zoom.png
Region (61, 61) to (81, 81) um. Cells in gray, sequential cells in the stronger gray; small squares are vias.
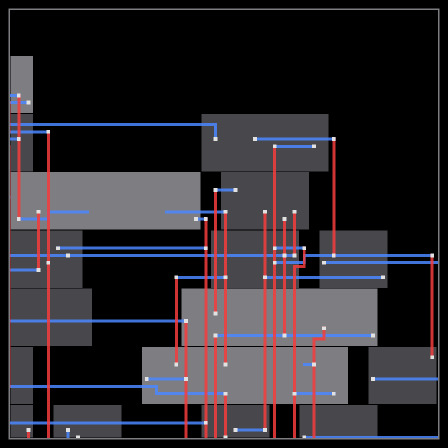
final_clocks.png
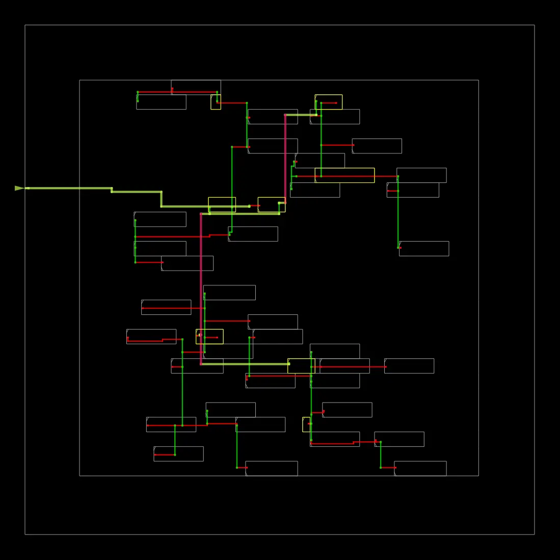
metal_stack.png
Scale: 6 px per um. Only two layers are drawn.
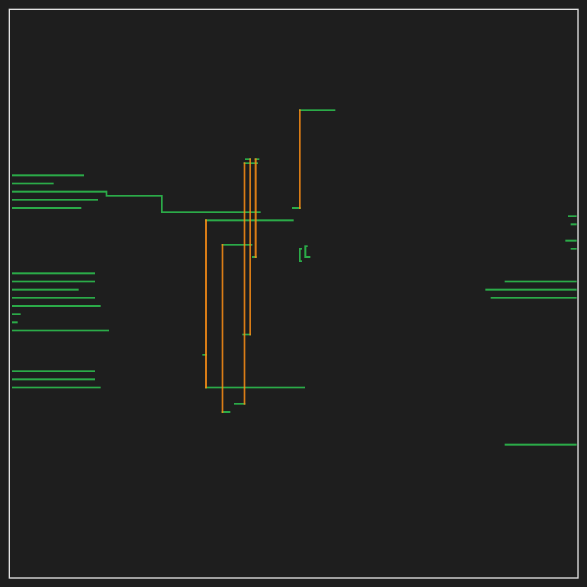
met2.png
Scale: 4 px per um.
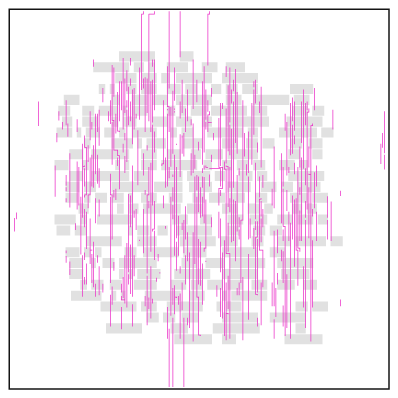
port_nets.png
Scale: 4 px per um.
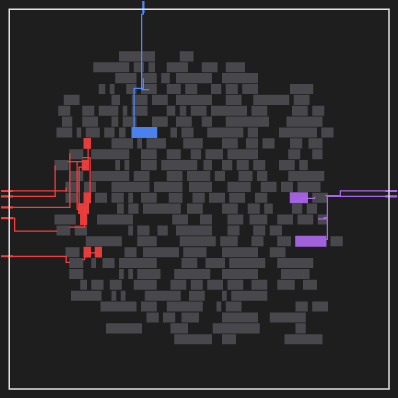
$ cat src/rtl/pipe_pkg.sv
// Shared types for the pipeline hazard/forwarding unit: stage records and forward selects.
package pipe_pkg;

  localparam int unsigned REG_ADDR_W = 5;

  typedef struct packed {
    logic                  valid;
    logic [REG_ADDR_W-1:0] rd;
    logic                  reg_write;
    logic                  is_load;
  } stage_rec_t;

  typedef enum logic [1:0] {
    FWD_RF  = 2'b00,
    FWD_MEM = 2'b01,
    FWD_WB  = 2'b10
  } fwd_sel_e;

  // True when the record will write the given architectural register.
  function automatic logic rec_writes(stage_rec_t rec, logic [REG_ADDR_W-1:0] addr);
    return rec.valid && rec.reg_write && (rec.rd == addr);
  endfunction

endpackage

$ cat src/rtl/pipe_fwd_sel.sv
// Forward select for one EX operand: MEM result wins over WB, x0 never forwards.
module pipe_fwd_sel
  import pipe_pkg::*;
(
  input  logic [REG_ADDR_W-1:0] src_addr_i,
  input  logic                  src_used_i,
  input  stage_rec_t            mem_rec_i,
  input  stage_rec_t            wb_rec_i,
  output fwd_sel_e              sel_o
);

  logic unused_is_load;
  assign unused_is_load = mem_rec_i.is_load ^ wb_rec_i.is_load;

  always_comb begin
    sel_o = FWD_RF;
    if (src_used_i && (src_addr_i != '0)) begin
      if (rec_writes(mem_rec_i, src_addr_i)) begin
        sel_o = FWD_MEM;
      end else if (rec_writes(wb_rec_i, src_addr_i)) begin
        sel_o = FWD_WB;
      end
    end
  end

endmodule

$ cat src/rtl/pipe_hazard_unit.sv
// Hazard/forwarding controller for the 5-stage pipe: load-use stall, redirect flush, freeze.
// Optional perf counters are built when PIPE_HAZARD_PERF_EN is defined.
module pipe_hazard_unit #(
  parameter int unsigned X_LEN       = 32,
  parameter int unsigned REG_ADDR_W  = 5,
  parameter int unsigned FWD_DEPTH   = 3,
  parameter int unsigned FLUSH_SLOTS = 1
) (
  input  logic                  clk_i,
  input  logic                  rst_ni,
  input  logic                  id_valid_i,
  input  logic [REG_ADDR_W-1:0] id_rs1_addr_i,
  input  logic [REG_ADDR_W-1:0] id_rs2_addr_i,
  input  logic                  id_rs1_used_i,
  input  logic                  id_rs2_used_i,
  input  logic [REG_ADDR_W-1:0] id_rd_addr_i,
  input  logic                  id_reg_write_i,
  input  logic                  id_is_load_i,
  input  logic                  ex_redirect_i,
  input  logic                  mem_wait_i,
  output logic                  stall_if_o,
  output logic                  stall_id_o,
  output logic                  flush_id_o,
  output logic                  bubble_ex_o,
  output logic [1:0]            fwd_a_o,
  output logic [1:0]            fwd_b_o
`ifdef PIPE_HAZARD_PERF_EN
  ,
  output logic [X_LEN-1:0]      perf_stall_cnt_o,
  output logic [X_LEN-1:0]      perf_flush_cnt_o
`endif
);
  import pipe_pkg::*;

  if (FLUSH_SLOTS < 1 || FLUSH_SLOTS > 3 || (FWD_DEPTH != 2 && FWD_DEPTH != 3) ||
      REG_ADDR_W != pipe_pkg::REG_ADDR_W || X_LEN == 0) begin : g_bad_param
    $fatal(1, "pipe_hazard_unit: unsupported parameter set");
  end

  localparam logic [1:0] FlushLoad = 2'(FLUSH_SLOTS - 1);

  stage_rec_t            id_rec, ex_rec_q, mem_rec_q, wb_rec;
  logic [REG_ADDR_W-1:0] ex_rs1_q, ex_rs2_q;
  logic                  ex_rs1_used_q, ex_rs2_used_q;
  logic [1:0]            flush_cnt_q, flush_cnt_d;
  logic                  run, load_use, bubble;
  fwd_sel_e              fwd_a, fwd_b;

  assign run = !mem_wait_i;

  assign id_rec.valid     = id_valid_i;
  assign id_rec.rd        = id_rd_addr_i;
  assign id_rec.reg_write = id_reg_write_i && (id_rd_addr_i != '0);
  assign id_rec.is_load   = id_is_load_i;

  assign load_use = id_valid_i && ex_rec_q.valid && ex_rec_q.is_load && ex_rec_q.reg_write &&
                    ((id_rs1_used_i && (id_rs1_addr_i == ex_rec_q.rd)) ||
                     (id_rs2_used_i && (id_rs2_addr_i == ex_rec_q.rd)));

  assign bubble = run && (ex_redirect_i || load_use);

  always_comb begin
    flush_cnt_d = flush_cnt_q;
    if (run) begin
      if (ex_redirect_i) begin
        flush_cnt_d = FlushLoad;
      end else if (flush_cnt_q != '0) begin
        flush_cnt_d = flush_cnt_q - 2'd1;
      end
    end
  end

  // EX sources are captured even for bubbles so a held consumer sees its producer in MEM.
  always_ff @(posedge clk_i or negedge rst_ni) begin
    if (!rst_ni) begin
      ex_rec_q      <= '0;
      mem_rec_q     <= '0;
      ex_rs1_q      <= '0;
      ex_rs2_q      <= '0;
      ex_rs1_used_q <= 1'b0;
      ex_rs2_used_q <= 1'b0;
      flush_cnt_q   <= '0;
    end else begin
      flush_cnt_q <= flush_cnt_d;
      if (run) begin
        ex_rec_q      <= (bubble || !id_valid_i) ? '0 : id_rec;
        mem_rec_q     <= ex_rec_q;
        ex_rs1_q      <= id_rs1_addr_i;
        ex_rs2_q      <= id_rs2_addr_i;
        ex_rs1_used_q <= id_rs1_used_i;
        ex_rs2_used_q <= id_rs2_used_i;
      end
    end
  end

  if (FWD_DEPTH >= 3) begin : g_wb
    stage_rec_t wb_rec_q;
    always_ff @(posedge clk_i or negedge rst_ni) begin
      if (!rst_ni) begin
        wb_rec_q <= '0;
      end else if (run) begin
        wb_rec_q <= mem_rec_q;
      end
    end
    assign wb_rec = wb_rec_q;
  end else begin : g_no_wb
    // Regfile writes through, so WB never needs a forward path.
    assign wb_rec = '0;
  end

  pipe_fwd_sel u_fwd_a (
    .src_addr_i (ex_rs1_q),
    .src_used_i (ex_rs1_used_q),
    .mem_rec_i  (mem_rec_q),
    .wb_rec_i   (wb_rec),
    .sel_o      (fwd_a)
  );

  pipe_fwd_sel u_fwd_b (
    .src_addr_i (ex_rs2_q),
    .src_used_i (ex_rs2_used_q),
    .mem_rec_i  (mem_rec_q),
    .wb_rec_i   (wb_rec),
    .sel_o      (fwd_b)
  );

  assign stall_if_o  = rst_ni && (!run || (load_use && !ex_redirect_i));
  assign stall_id_o  = stall_if_o;
  assign flush_id_o  = rst_ni && run && (ex_redirect_i || (flush_cnt_q != '0));
  assign bubble_ex_o = rst_ni && bubble;
  assign fwd_a_o     = rst_ni ? fwd_a : FWD_RF;
  assign fwd_b_o     = rst_ni ? fwd_b : FWD_RF;

`ifdef PIPE_HAZARD_PERF_EN
  logic [X_LEN-1:0] perf_stall_q, perf_flush_q;

  always_ff @(posedge clk_i or negedge rst_ni) begin
    if (!rst_ni) begin
      perf_stall_q <= '0;
      perf_flush_q <= '0;
    end else begin
      if (run && load_use && !ex_redirect_i && !(&perf_stall_q)) begin
        perf_stall_q <= perf_stall_q + X_LEN'(1);
      end
      if (run && ex_redirect_i && !(&perf_flush_q)) begin
        perf_flush_q <= perf_flush_q + X_LEN'(1);
      end
    end
  end

  assign perf_stall_cnt_o = perf_stall_q;
  assign perf_flush_cnt_o = perf_flush_q;
`endif

endmodule

$ cat config.mk
export PLATFORM = sky130hd
export DESIGN_NAME = pipe_hazard_unit
export DESIGN_NICKNAME = d
export VERILOG_FILES = /design/src/rtl/pipe_pkg.sv /design/src/rtl/pipe_fwd_sel.sv /design/src/rtl/pipe_hazard_unit.sv
export SDC_FILE = /design/constraint.sdc
export NUM_CORES = 1
export LEC_CHECK = 0
export CELL_PAD_IN_SITES_DETAIL_PLACEMENT = 1
export CELL_PAD_IN_SITES_GLOBAL_PLACEMENT = 2
export CORE_MARGIN = 10
export CORE_UTILIZATION = 34
export CTS_CLUSTER_DIAMETER = 50
export DETAILED_ROUTE_END_ITERATION = 8
export GPL_TIMING_DRIVEN = 0
export PLACE_DENSITY = 0.83
export SETUP_SLACK_MARGIN = 0.5
export SLEW_MARGIN = 5
export SYNTH_ARGS = -nofsm -noshare
export SYNTH_HDL_FRONTEND = slang
export SYNTH_SLANG_ARGS = --single-unit
$ cat constraint.sdc
create_clock -name clk_i -period 1.75 [get_ports clk_i]
set_clock_uncertainty 0.05 [all_clocks]
set_input_delay 0.35 -clock clk_i [delete_from_list [all_inputs] [get_ports clk_i]]
set_output_delay 0.35 -clock clk_i [all_outputs]
set_load 0.02 [all_outputs]
==> flow_metrics.env <==
# flow metrics
export IMPL_route_vias_total=1517
export IMPL_grt_max_degree=17
export IMPL_die_w_um=94.5
export IMPL_clkSinkCount=36
export IMPL_htreeDepth=2
export IMPL_clock_power_share_pct=29.9
export IMPL_grt_ovfl_total=0
export IMPL_syn_cell_area_sq_um=1890
export IMPL_violations="negative setup slack"
export IMPL_outcome="complete, but fails checks"
export IMPL_synth_stat_cells=162
export IMPL_postSynth_asyncResetShare_pct=100
export IMPL_placed_area_sq_um=2380
export IMPL_diodes=0
export IMPL_maxSlewViolCount=0
export IMPL_area_dominant_class="combinational gates"
export IMPL_numCtsBuffers=5
export IMPL_wl_per_cell_um=19.8
export IMPL_clockRootBuffer="clkbuf_8"
export IMPL_power_total_mw=2.42
export IMPL_arrival_ps=1820
export IMPL_required_ps=1350
export IMPL_use_met2_pct=23.1
export IMPL_p_seq_mw=1.03
export IMPL_most_common_layout_cells="dfrtp_1 (28), mux2_2 (26), buf_4 (15)"
export IMPL_comb_cells=118
export IMPL_gp_congestion=0.781
export IMPL_vias_per_cell=5.14
export IMPL_combPwrFrac_pct=27.7
export IMPL_peakVddDrop_uv=361
export IMPL_rows=27
export IMPL_synth_cell_types=28
export IMPL_wirelength_mm=5.83
export IMPL_layout_nets=247
export IMPL_taps=72
export IMPL_flop_cell="dfrtp_1"
export IMPL_postCtsSetupBuffers=16
export IMPL_grt_util_met3_pct=4.20
export IMPL_worstSetupPathType="reg2out"
export IMPL_buffers=59
export IMPL_logic_area_sq_um=1140
export IMPL_leakage_nw=1.23
export IMPL_initCoreUtil_pct=34.7
export IMPL_p_clk_mw=0.722
export IMPL_layout_cells_most_common="dfrtp_1"
export IMPL_drc_errors=0
export IMPL_synthCells=162
export IMPL_met2_wirelength_mm=3.02
export IMPL_sh_seq_area_pct=31.8
export IMPL_p_per_area_nw_per_um2=844
export IMPL_clk_pin_slew_worst_paths_ps=70
export IMPL_cp_end_kind="primary output"
export IMPL_placed_cells=265
export IMPL_die_h_um=94.5
export IMPL_syn_avg_cell_area_sq_um=11.7
export IMPL_dpl_hpwl_mm=3.88
export IMPL_max_freq_mhz=450
export IMPL_first_pass_iters=6
export IMPL_startpoint_type="register"
export IMPL_maxCapViolCount=0
export IMPL_relSlewSlack_pct=56.3
export IMPL_sequential_cell_total=36
export IMPL_clock_path_buffers=2
export IMPL_wl_met1_mm=2.32
export IMPL_ys_warn_count=0
export IMPL_finalSetupViolations=7
export IMPL_seq_power_share_pct=42.5
export IMPL_busiest_layer="met2"
export IMPL_drive_gt1_share_pct=52.5
export IMPL_syn_nets=187
export IMPL_intPower_mw=1.73
export IMPL_n_all_inverters=2
export IMPL_maxPowerGroup="sequential cells"
export IMPL_core_sq_um=5440
export IMPL_ys_flops=36
export IMPL_fin_ws_ps=-473
export IMPL_buf_share_pct=21.0
export IMPL_holdWs_ps=56.1
export IMPL_p_switching_mw=0.687
export IMPL_sh_comb_area_pct=40.0
export IMPL_critPathMaxFanout=3
export IMPL_regArea_sq_um=911
export IMPL_ys_chip_area_sq_um=1890
export IMPL_wl_met3_um=325
export IMPL_worst_pin_slew_ps=656
export IMPL_postLayoutCoreUtil_pct=52.6
export IMPL_warnings=29
export IMPL_grt_pass1_vias=1768
export IMPL_portBuffers=30
export IMPL_final_fill_count=561
export IMPL_design_die_area_sq_um=8940
export IMPL_antenna_left=0
export IMPL_cts_hold_repair_buffers=2
export IMPL_synth_seq_area_share_pct=47.7
-- zoom.png (at the start) --
color	layer
red	met2
blue	met1
cells with their middle in the window	12
most frequent	mux2_2 (3)
sequential cells in the window	3
netlist names of flops here include	ex_rs2_q (2), g_wb.wb_rec_q (1)

-- final_clocks.png (at the start) --
clk latency late pin: 290 ps
clock buffer count: 6

-- metal_stack.png (at the start) --
color	layer	wire length
orange	met4	158 um
green	met3	325 um

-- met2.png (at the start) --
wire length on this layer	3,020 um
share of all routed wire	52%

-- port_nets.png (at the start) --
color	port	direction	edge	end cells	wire
blue	stall_id_o	output	top	1	36.7 um
red	id_rd_addr_i	input	left	7	154 um
purple	fwd_b_o	output	right	2	52.1 um

## sequential cells by signal, summed over array words and instances (netlist names)
register,count
mem_rec_q,7
ex_rs1_q,5
g_wb.wb_rec_q,7
ex_rs1_used_q,1
ex_rs2_used_q,1
ex_rec_q,8
ex_rs2_q,5
flush_cnt_q,2
## cells by family (layout without fill, tap and decap cells)
kind of cell	count (synthesis)	in the layout	synth area share [%]
compound gates	19	19	7.35
flops	36	36	47.7
buf+inv	8	69	2.25
simple gates	42	42	12.6
fa+ha+maj	1	1	0.662
xor+xnor	30	30	13.9
mux	26	26	15.5
## final timing paths
check	start	to	slack, ps	cells after the start
setup / recovery	ex_rs1_q[1]	fwd_a_o[1]	-470	4
hold / removal	rst_ni	ex_rs1_q[4]	60	2
setup reg to reg	ex_rec_q[3]	ex_rec_q[1]	50	7
hold reg to reg	ex_rec_q[0]	ex_rec_q[0]	460	2
max in group asynchronous	rst_ni	ex_rs2_q[2]	840	2
min in group clk_i	id_valid_i	ex_rec_q[6]	280	3
## worst max-delay path, cell delays in order, from the launching register on
cell	delay [ps]
dfrtp_1	440
or4_4	570
o211ai_1	310
nor4_4	60
buf_4	160
## cell usage after synthesis, types with 2 or more instances
cell type,number,area share (%)
nor2b_1,2,0.66
buf_2,4,1.1
o2111a_1,2,1.2
o21ai_0,10,2.6
nor4_2,2,1.3
xor2_1,12,5.6
nor4_1,2,0.66
nand2_1,12,2.4
nor3_1,3,0.79
inv_1,2,0.40
nand3_1,8,2.1
nor2_1,2,0.40
dfrtp_1,36,48
nand4_1,4,1.3
buf_4,2,0.79
xnor2_1,18,8.3
mux2_2,26,15
o211ai_1,2,0.79
or4_1,4,1.6
